==> config.mk <==
export PLATFORM = sky130hd
export DESIGN_NAME = sd_spi_master
export DESIGN_NICKNAME = d
export VERILOG_FILES = /design/src/rtl/sd_spi_master.sv
export SDC_FILE = /design/constraint.sdc
export NUM_CORES = 1
export LEC_CHECK = 0
export CAP_MARGIN = 10
export CELL_PAD_IN_SITES_DETAIL_PLACEMENT = 0
export CELL_PAD_IN_SITES_GLOBAL_PLACEMENT = 2
export CORE_MARGIN = 1
export CORE_UTILIZATION = 32
export DETAILED_ROUTE_END_ITERATION = 8
export GPL_ROUTABILITY_DRIVEN = 1
export PLACE_DENSITY_LB_ADDON = 0.3
export SKIP_CTS_REPAIR_TIMING = 1
export SLEW_MARGIN = 20
export SYNTH_ARGS = -nofsm -noshare
export SYNTH_HDL_FRONTEND = slang
export SYNTH_SLANG_ARGS = --single-unit
==> constraint.sdc <==
create_clock -name fclk -period 2.2 [get_ports fclk]
set_input_delay 0.44 -clock fclk [delete_from_list [all_inputs] [get_ports fclk]]
set_output_delay 0.44 -clock fclk [all_outputs]
set_load 0.02 [all_outputs]
==> src/rtl/sd_spi_master.sv <==
// SD-card SPI master, mode 0. It shifts one byte, or a burst of bytes with
// 0xFF filler after the first, at a selectable sck half-period.
// Runs entirely on fclk. A start pulse is accepted only while idle.
module sd_spi_master #(
    parameter int SLOW_HALF = 64,
    parameter int BURST_W   = 10
) (
    input  logic               fclk,
    input  logic               rst,
    input  logic               start,
    input  logic [7:0]         din,
    input  logic [1:0]         speed,
    input  logic [BURST_W-1:0] burst_len,
    output logic [7:0]         dout,
    output logic               done,
    output logic               busy,
    output logic               sck,
    output logic               sdo,
    input  logic               sdi
);

    localparam int DIV_W = (SLOW_HALF > 4) ? $clog2(SLOW_HALF) : 2;

    typedef enum logic [1:0] {IDLE, LOW, HIGH} state_t;

    state_t             state_q;
    logic [7:0]         shreg_q;
    logic [1:0]         hsel_q;
    logic [BURST_W-1:0] remain_q;
    logic [2:0]         bitcnt_q;
    logic [DIV_W-1:0]   divcnt_q;
    logic               sbit_q;
    logic [7:0]         dout_q;
    logic               done_q;
    logic               busy_q;
    logic               sck_q;
    logic               sdo_q;

    logic [DIV_W-1:0]   half_last_d;
    logic               phase_end_d;

    // Last divider count of a half-period (H-1), decoded from the latched rate.
    always_comb begin
        half_last_d = '0;
        case (hsel_q)
            2'b00:   half_last_d = DIV_W'(0);
            2'b01:   half_last_d = DIV_W'(1);
            2'b10:   half_last_d = DIV_W'(3);
            default: half_last_d = DIV_W'(SLOW_HALF - 1);
        endcase
        phase_end_d = (divcnt_q == half_last_d);
    end

    // Transfer FSM: all state and outputs are registered here.
    always_ff @(posedge fclk) begin
        if (rst) begin
            state_q  <= IDLE;
            shreg_q  <= '0;
            hsel_q   <= '0;
            remain_q <= '0;
            bitcnt_q <= '0;
            divcnt_q <= '0;
            sbit_q   <= 1'b0;
            dout_q   <= 8'hFF;
            done_q   <= 1'b0;
            busy_q   <= 1'b0;
            sck_q    <= 1'b0;
            sdo_q    <= 1'b1;
        end else begin
            done_q <= 1'b0;
            case (state_q)
                IDLE: begin
                    sck_q <= 1'b0;
                    sdo_q <= 1'b1;
                    if (start) begin
                        shreg_q  <= din;
                        hsel_q   <= speed;
                        remain_q <= burst_len;
                        bitcnt_q <= '0;
                        divcnt_q <= '0;
                        sdo_q    <= din[7];
                        busy_q   <= 1'b1;
                        state_q  <= LOW;
                    end
                end
                LOW: begin
                    if (phase_end_d) begin
                        divcnt_q <= '0;
                        sck_q    <= 1'b1;
                        sbit_q   <= sdi;
                        state_q  <= HIGH;
                    end else begin
                        divcnt_q <= divcnt_q + 1'b1;
                    end
                end
                HIGH: begin
                    if (phase_end_d) begin
                        divcnt_q <= '0;
                        sck_q    <= 1'b0;
                        shreg_q  <= {shreg_q[6:0], sbit_q};
                        if (bitcnt_q != 3'd7) begin
                            bitcnt_q <= bitcnt_q + 3'd1;
                            sdo_q    <= shreg_q[6];
                            state_q  <= LOW;
                        end else begin
                            dout_q   <= {shreg_q[6:0], sbit_q};
                            done_q   <= 1'b1;
                            bitcnt_q <= '0;
                            sdo_q    <= 1'b1;
                            if (remain_q != '0) begin
                                // Burst continues: filler byte, no gap.
                                remain_q <= remain_q - 1'b1;
                                shreg_q  <= 8'hFF;
                                state_q  <= LOW;
                            end else begin
                                busy_q   <= 1'b0;
                                state_q  <= IDLE;
                            end
                        end
                    end else begin
                        divcnt_q <= divcnt_q + 1'b1;
                    end
                end
                default: state_q <= IDLE;
            endcase
        end
    end

    assign dout = dout_q;
    assign done = done_q;
    assign busy = busy_q;
    assign sck  = sck_q;
    assign sdo  = sdo_q;

endmodule

Figure 1. Placement by cell class (run 1).
Fill, decap, tap and diode cells in gray.
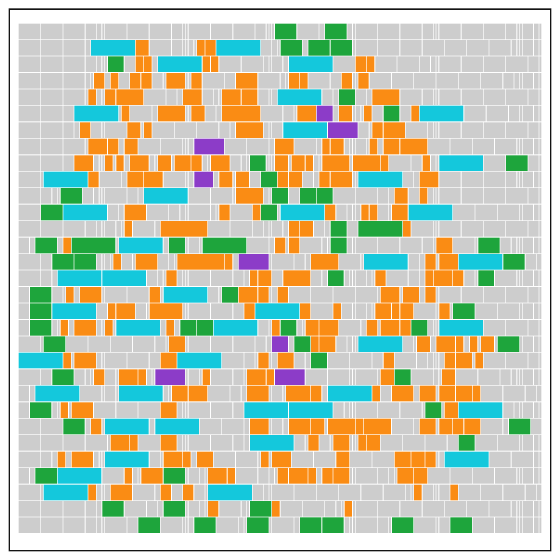
color	class	cells
green	other buffers and delay cells	62
cyan	flip-flops	43
orange	all other logic	227
purple	clock drivers and dummy loads	8

Figure 2. Routed clock nets over the placement (run 1).
Bar = 20 um.
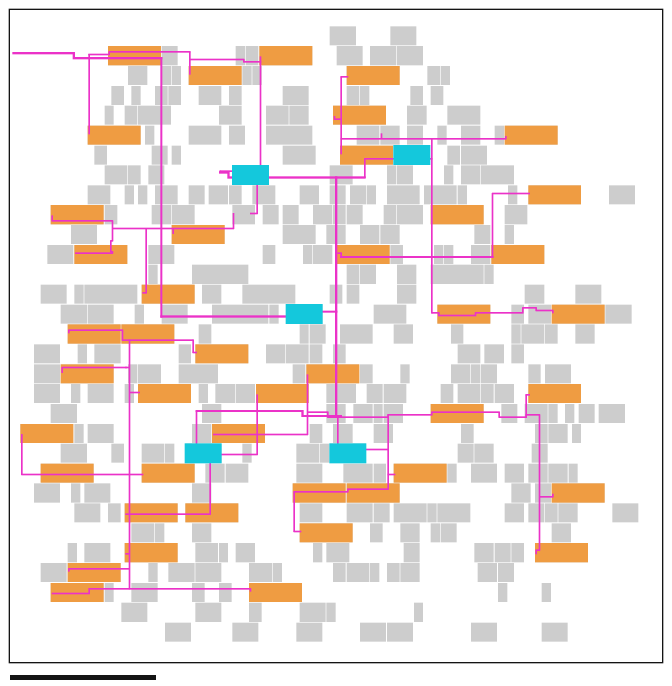
[magenta] clock wires | length: 668 um
[cyan] cells driving clock nets | count: 5
[orange] flip-flops | count: 43
flops lie	spread over the die

Figure 3. Pin placement (run 1).
Pins as bars across the die edge, other pins in gray.
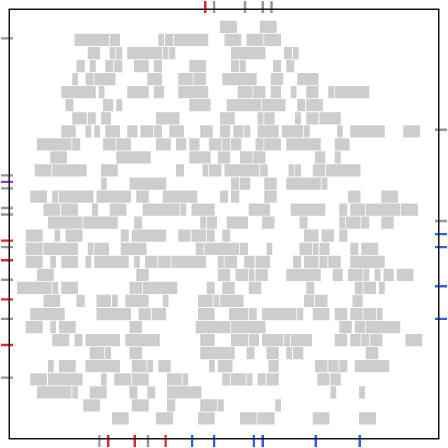
color	port	pins	direction	edge
red	`din`	8	input	4 left, 3 bottom, 1 top
purple	`done`	1	output	left
blue	`burst_len`	10	input	6 bottom, 4 right
Port-buffer cells: 35
Die H: 89.21 um

Figure 4. Cell outlines without signal wires (run 1).
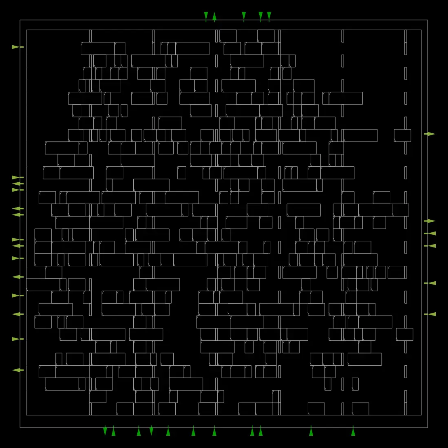
Seq area share: 27.28%
post-route core utilization: 43.27%
n_taps: 99

==> GITHUB_STEP_SUMMARY, run 1 <==
### Metrics collected by this job

| Metric | Value |
|---|---|
| Pre-CTS WS | `0.09990 ns` |
| Outcome | `finished clean` |
| Cts bufs inserted | `5` |
| Max Used Layer | `met4` |
| Crit path launch type | `flip-flop` |
| Met2 wire length | `2958 um` |
| Top class by area | `logic gates` |
| Non-Filler Instances | `439` |
| Clk_lat worst skew | `0.31 ns` |
| Met3 usage | `3.416%` |
| Pwr/cell area | `1076 nW/um^2` |
| Aggregate routed wire length | `6829 um` |
| DRC viols | `0` |
| Final worst slack | `0.1479 ns` |
| Yosys top cell by instances | `dfxtp_1` |
| Fmax achieved | `487.3 MHz` |
| First-pass GRT wire length | `11370 um` |
| Final HPWL DP | `4715 um` |
| Iter 0 DRT Violations | `123` |
| Bufs w/o clock | `62` |
| Floorplan utilization | `33.37%` |
| Power Total | `0.003395 W` |
| Worst hold slack | `0.4830 ns` |
| Max clock buf depth | `2` |
| Met3 routed WL | `276 um` |
| Yosys simple share | `20.93%` |
| RR Startpoint | `remain_q[5]` |
| Crit-path max FO | `6` |
| Final net count | `372` |
| Flops after synth | `43` |
| Least-Margin Pin Slew | `0.4829 ns` |
| Chip Width | `89.21 um` |
| Fa+ha+maj area frac | `4.627%` |
| Top non-seq family | `AND-OR/OR-AND gates` |
| Rel. slew slack | `67.56%` |
| Signal buf overhead | `18.72%` |
| Boundary Pins | `36` |
| Post-synth top cells | `dfxtp_1, nand2_1, nor2_1, a21oi_1, inv_1` |
| Tool Warnings | `30` |
## run 1: final timing paths
kind	to	cells after the start
max reg2reg	remain_q[0]	5
max	remain_q[0]	5
min reg2reg	dout[5]	2
min	dout[5]	2
## run 1: where the power goes
part | internal (W) | leakage (nW) | switching, W | total [W]
clock | 0.000228 | 0.0408 | 0.000322 | 0.000550
combinational | 0.000771 | 0.768 | 0.000973 | 0.00174
sequential | 0.000946 | 0.351 | 0.000156 | 0.00110
total | 0.00194 | 1.16 | 0.00145 | 0.00340
## run 1: state kept, by name, summed over array words and instances, names as in the netlist
signal,cells
busy,1
dout,8
done,1
shreg_q,7
remain_q,10
sck,1
divcnt_q,6
sdo,1
state_q,2
hsel_q,2
bitcnt_q,3
sbit_q,1
==> run 1 -> run 2 <==
--- a/config.mk
+++ b/config.mk
@@ -6,10 +6,8 @@
 export NUM_CORES = 1
 export LEC_CHECK = 0
 export CAP_MARGIN = 10
-export CELL_PAD_IN_SITES_DETAIL_PLACEMENT = 0
-export CELL_PAD_IN_SITES_GLOBAL_PLACEMENT = 2
 export CORE_MARGIN = 1
-export CORE_UTILIZATION = 32
+export CORE_UTILIZATION = 45
 export DETAILED_ROUTE_END_ITERATION = 8
 export GPL_ROUTABILITY_DRIVEN = 1
 export PLACE_DENSITY_LB_ADDON = 0.3
Figure 5. Cell outlines without signal wires (run 2).
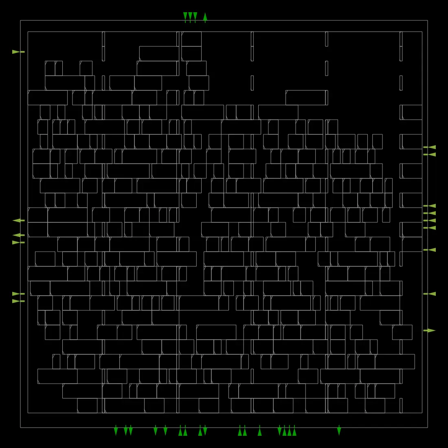
n_taps: 70
post-route core utilization: 59.89%
fillers: 476
Cell Rows: 26
Non-Filler Instances: 410

==> GITHUB_STEP_SUMMARY, run 2 <==
### Metrics collected by this job

| Metric | Value |
|---|---|
| Crit path launch type | `flip-flop (unchanged)` |
| Max clock buf depth | `2 (unchanged)` |
| First-pass GRT wire length | `10390 um (was 11370 um)` |
| Largest register FFs | `10 (unchanged)` |
| Top non-seq family | `AND-OR/OR-AND gates (unchanged)` |
| Outcome | `finished clean (unchanged)` |
| Least-Margin Pin Slew | `0.4470 ns (was 0.4829 ns)` |
| Pwr/cell area | `1063 nW/um^2 (was 1076 nW/um^2)` |
| Cts bufs inserted | `5 (unchanged)` |
| Pre-CTS WS | `0.09061 ns (was 0.09990 ns)` |
| Clock group power | `0.000503 W (was 0.000550 W)` |
| Flops after synth | `43 (unchanged)` |
| Iter 0 DRT Violations | `158 (was 123)` |
| Met2 wire length | `2954 um (was 2958 um)` |
| Yosys simple share | `20.93% (unchanged)` |
| Switching power | `0.001380 W (was 0.001451 W)` |
| Top reg by flops | `remain_q (unchanged)` |
| Aggregate routed wire length | `6293 um (was 6829 um)` |
| Reg2reg end | `remain_q[0] (unchanged)` |
| Final HPWL DP | `4575 um (was 4715 um)` |
| Met3 routed WL | `297 um (was 276 um)` |
| Met3 usage | `3.704% (was 3.416%)` |
| Boundary Pins | `36 (unchanged)` |
| Max Used Layer | `met4 (unchanged)` |
| Floorplan utilization | `47.05% (was 33.37%)` |
| Yosys top cell by instances | `dfxtp_1 (unchanged)` |
| Worst path depth | `6 (was 5)` |
| Power Total | `0.003292 W (was 0.003395 W)` |
| Top Consumer | `combinational cells (unchanged)` |
| Power share of the sequential group | `33.8% (was 32.4%)` |
| RR Startpoint | `divcnt_q[1] (was remain_q[5])` |
| Rel. slew slack | `69.81% (was 67.56%)` |
| Fa+ha+maj area frac | `4.627% (unchanged)` |
| Clock power share | `15.3% (was 16.2%)` |
| Worst hold slack | `0.4758 ns (was 0.4830 ns)` |
| Critical Path Sink | `remain_q[0] (unchanged)` |
| Seq. pwr | `0.00111 W (was 0.00110 W)` |
| Final net count | `372 (unchanged)` |
Figure 6. Placement by cell class (run 2).
Fill, decap, tap and diode cells in gray.
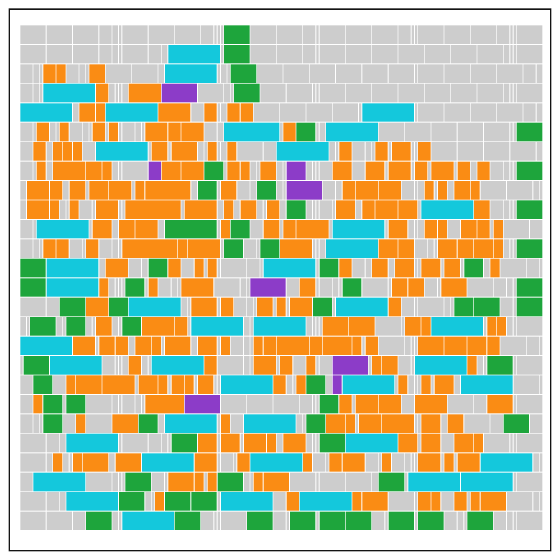
color	class	cells
purple	clock drivers and dummy loads	8
green	other buffers and delay cells	62
orange	all other logic	227
cyan	flip-flops	43
Design Area, Final: 3098 sq um
Core Region: 5172 sq um

[run 2: worst min path at each step]
stage | startpoint | endpoint | slack (ns) | cells past startpoint
after floorplan | remain_q[6] | remain_q[6] | 0.44 | 2
after global placement | dout[6] | dout[6] | 0.46 | 2
after detailed placement | dout[2] | dout[2] | 0.46 | 2
after CTS | remain_q[6] | remain_q[6] | 0.47 | 2
after global routing | remain_q[6] | remain_q[6] | 0.49 | 2
final | remain_q[6] | remain_q[6] | 0.48 | 2
[run 2: cell type report]
class / count / area [sq um] / share of cell area, %
well taps: 70 / 87.58 / 2.827
inverters: 16 / 60.06 / 1.939
clock buffers: 6 / 72.57 / 2.342
flip-flops and latches: 43 / 862.1 / 27.83
multi-input cells: 211 / 1438 / 46.41
clock inverters: 2 / 12.51 / 0.4039
repair buffers: 62 / 565.5 / 18.26
==> run 2 -> run 3 <==
--- a/config.mk
+++ b/config.mk
@@ -10,7 +10,7 @@
 export CORE_UTILIZATION = 45
 export DETAILED_ROUTE_END_ITERATION = 8
 export GPL_ROUTABILITY_DRIVEN = 1
-export PLACE_DENSITY_LB_ADDON = 0.3
+export PLACE_DENSITY = 0.68
 export SKIP_CTS_REPAIR_TIMING = 1
 export SLEW_MARGIN = 20
 export SYNTH_ARGS = -nofsm -noshare
Figure 7. Pin placement (run 3).
Pins as bars across the die edge, other pins in gray.
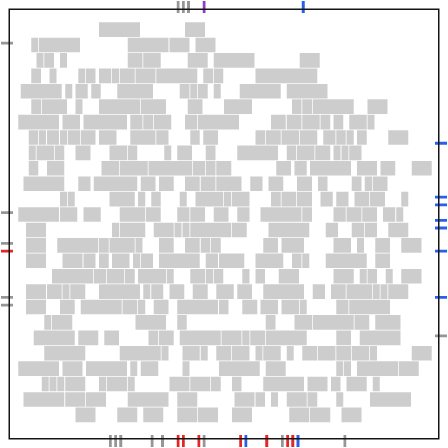
color	port	pins	direction	edge
blue	`burst_len`	10	input	7 right, 2 bottom, 1 top
purple	`done`	1	output	top
red	`din`	8	input	7 bottom, 1 left
Chip Width: 75.54 um
Die H: 75.54 um

==> GITHUB_STEP_SUMMARY, run 3 <==
### Metrics collected by this job

| Metric | Value |
|---|---|
| Outcome | `finished clean (unchanged)` |
| ClkCell Share | `3.411% (was 2.746%)` |
| Tool Warnings | `30 (unchanged)` |
| Met3 routed WL | `230 um (was 297 um)` |
| Top non-seq family | `AND-OR/OR-AND gates (unchanged)` |
| Yosys simple share | `20.93% (unchanged)` |
| Fa+ha+maj area frac | `4.627% (unchanged)` |
| Hold EP | `dout[1] (was remain_q[6])` |
| Worst path depth | `6 (unchanged)` |
| Floorplan utilization | `47.05% (unchanged)` |
| Switching power | `0.001365 W (was 0.001380 W)` |
| WHS Path Cells | `2 (unchanged)` |
| DRC viols | `0 (unchanged)` |
| Port-buffer cells | `35 (unchanged)` |
| Final-layout clock buffer total | `5 (was 6)` |
| Crit-path max FO | `5 (was 13)` |
| Power Total | `0.003376 W (was 0.003292 W)` |
| Cell Rows | `26 (unchanged)` |
| Clk_lat worst skew | `0.30 ns (about the same)` |
| Comb_multi_in | `211 (unchanged)` |
| Met3 usage | `4.497% (was 3.704%)` |
| Max Used Layer | `met4 (unchanged)` |
| Internal | `0.002012 W (was 0.001912 W)` |
| Largest register FFs | `10 (unchanged)` |
| Signal buf overhead | `17.98% (was 18.26%)` |
| Met2 wire length | `2951 um (was 2954 um)` |
| Reg2reg end | `shreg_q[6] (was remain_q[0])` |
| Crit path launch type | `flip-flop (unchanged)` |
| Min-Delay Startpoint | `dout[1] (was remain_q[6])` |
| Pwr/cell area | `1083 nW/um^2 (was 1063 nW/um^2)` |
| Clock power share | `17.9% (was 15.3%)` |
| Reg2reg path depth | `6 (unchanged)` |
| Core Region | `5172 sq um (unchanged)` |
| Flops after synth | `43 (unchanged)` |
| Invs w/o clock | `16 (unchanged)` |
| Yosys top cell by instances | `dfxtp_1 (unchanged)` |
| Boundary Pins | `36 (unchanged)` |
| Logic area | `1443 sq um (was 1438 sq um)` |
| Bufs w/o clock | `63 (was 62)` |
| Max clock buf depth | `2 (unchanged)` |
| N_taps | `70 (unchanged)` |
| First-pass GRT wire length | `9998 um (was 10390 um)` |
| Least-Margin Pin Slew | `0.5402 ns (was 0.4470 ns)` |
| RR Startpoint | `divcnt_q[3] (was divcnt_q[1])` |
Figure 8. Placement by cell class (run 3).
Fill, decap, tap and diode cells in gray.
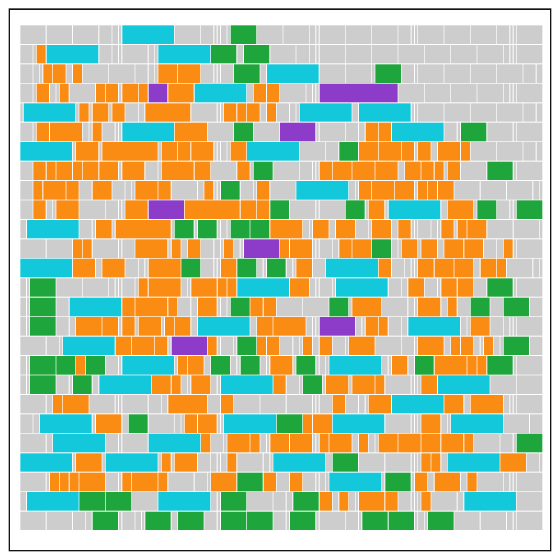
Seq area share: 27.61%
post-route core utilization: 60.28%
Design Area, Final: 3118 sq um

==> run 3: cell counts after synthesis <==
No cell type changed its count.
==> run 3: metrics by stage <==
step	std cells	setup WS [ns]	hold WS [ns]
2_1_floorplan	289	0.2592	0.4425
3_3_place_gp	403	0.1825	0.4551
3_5_place_dp	403	0.1363	0.4613
4_1_cts	410	0.1419	0.4793
5_1_grt	410	0.03834	0.4994
6_report	410	0.1543	0.4777
==> run 3: power groups by stage <==
stage / clock network, W / registers (W) / logic, W
global placement: 0 / 0.00111 / 0.00163
detailed placement: 0 / 0.00111 / 0.00164
CTS: 0.000622 / 0.00109 / 0.00165
floorplan: 0 / 0.00109 / 0.00110
global route: 0.000654 / 0.00112 / 0.00184
finish: 0.000604 / 0.00110 / 0.00167
Power figures rest on the tool's default switching activity, not on a simulated workload.
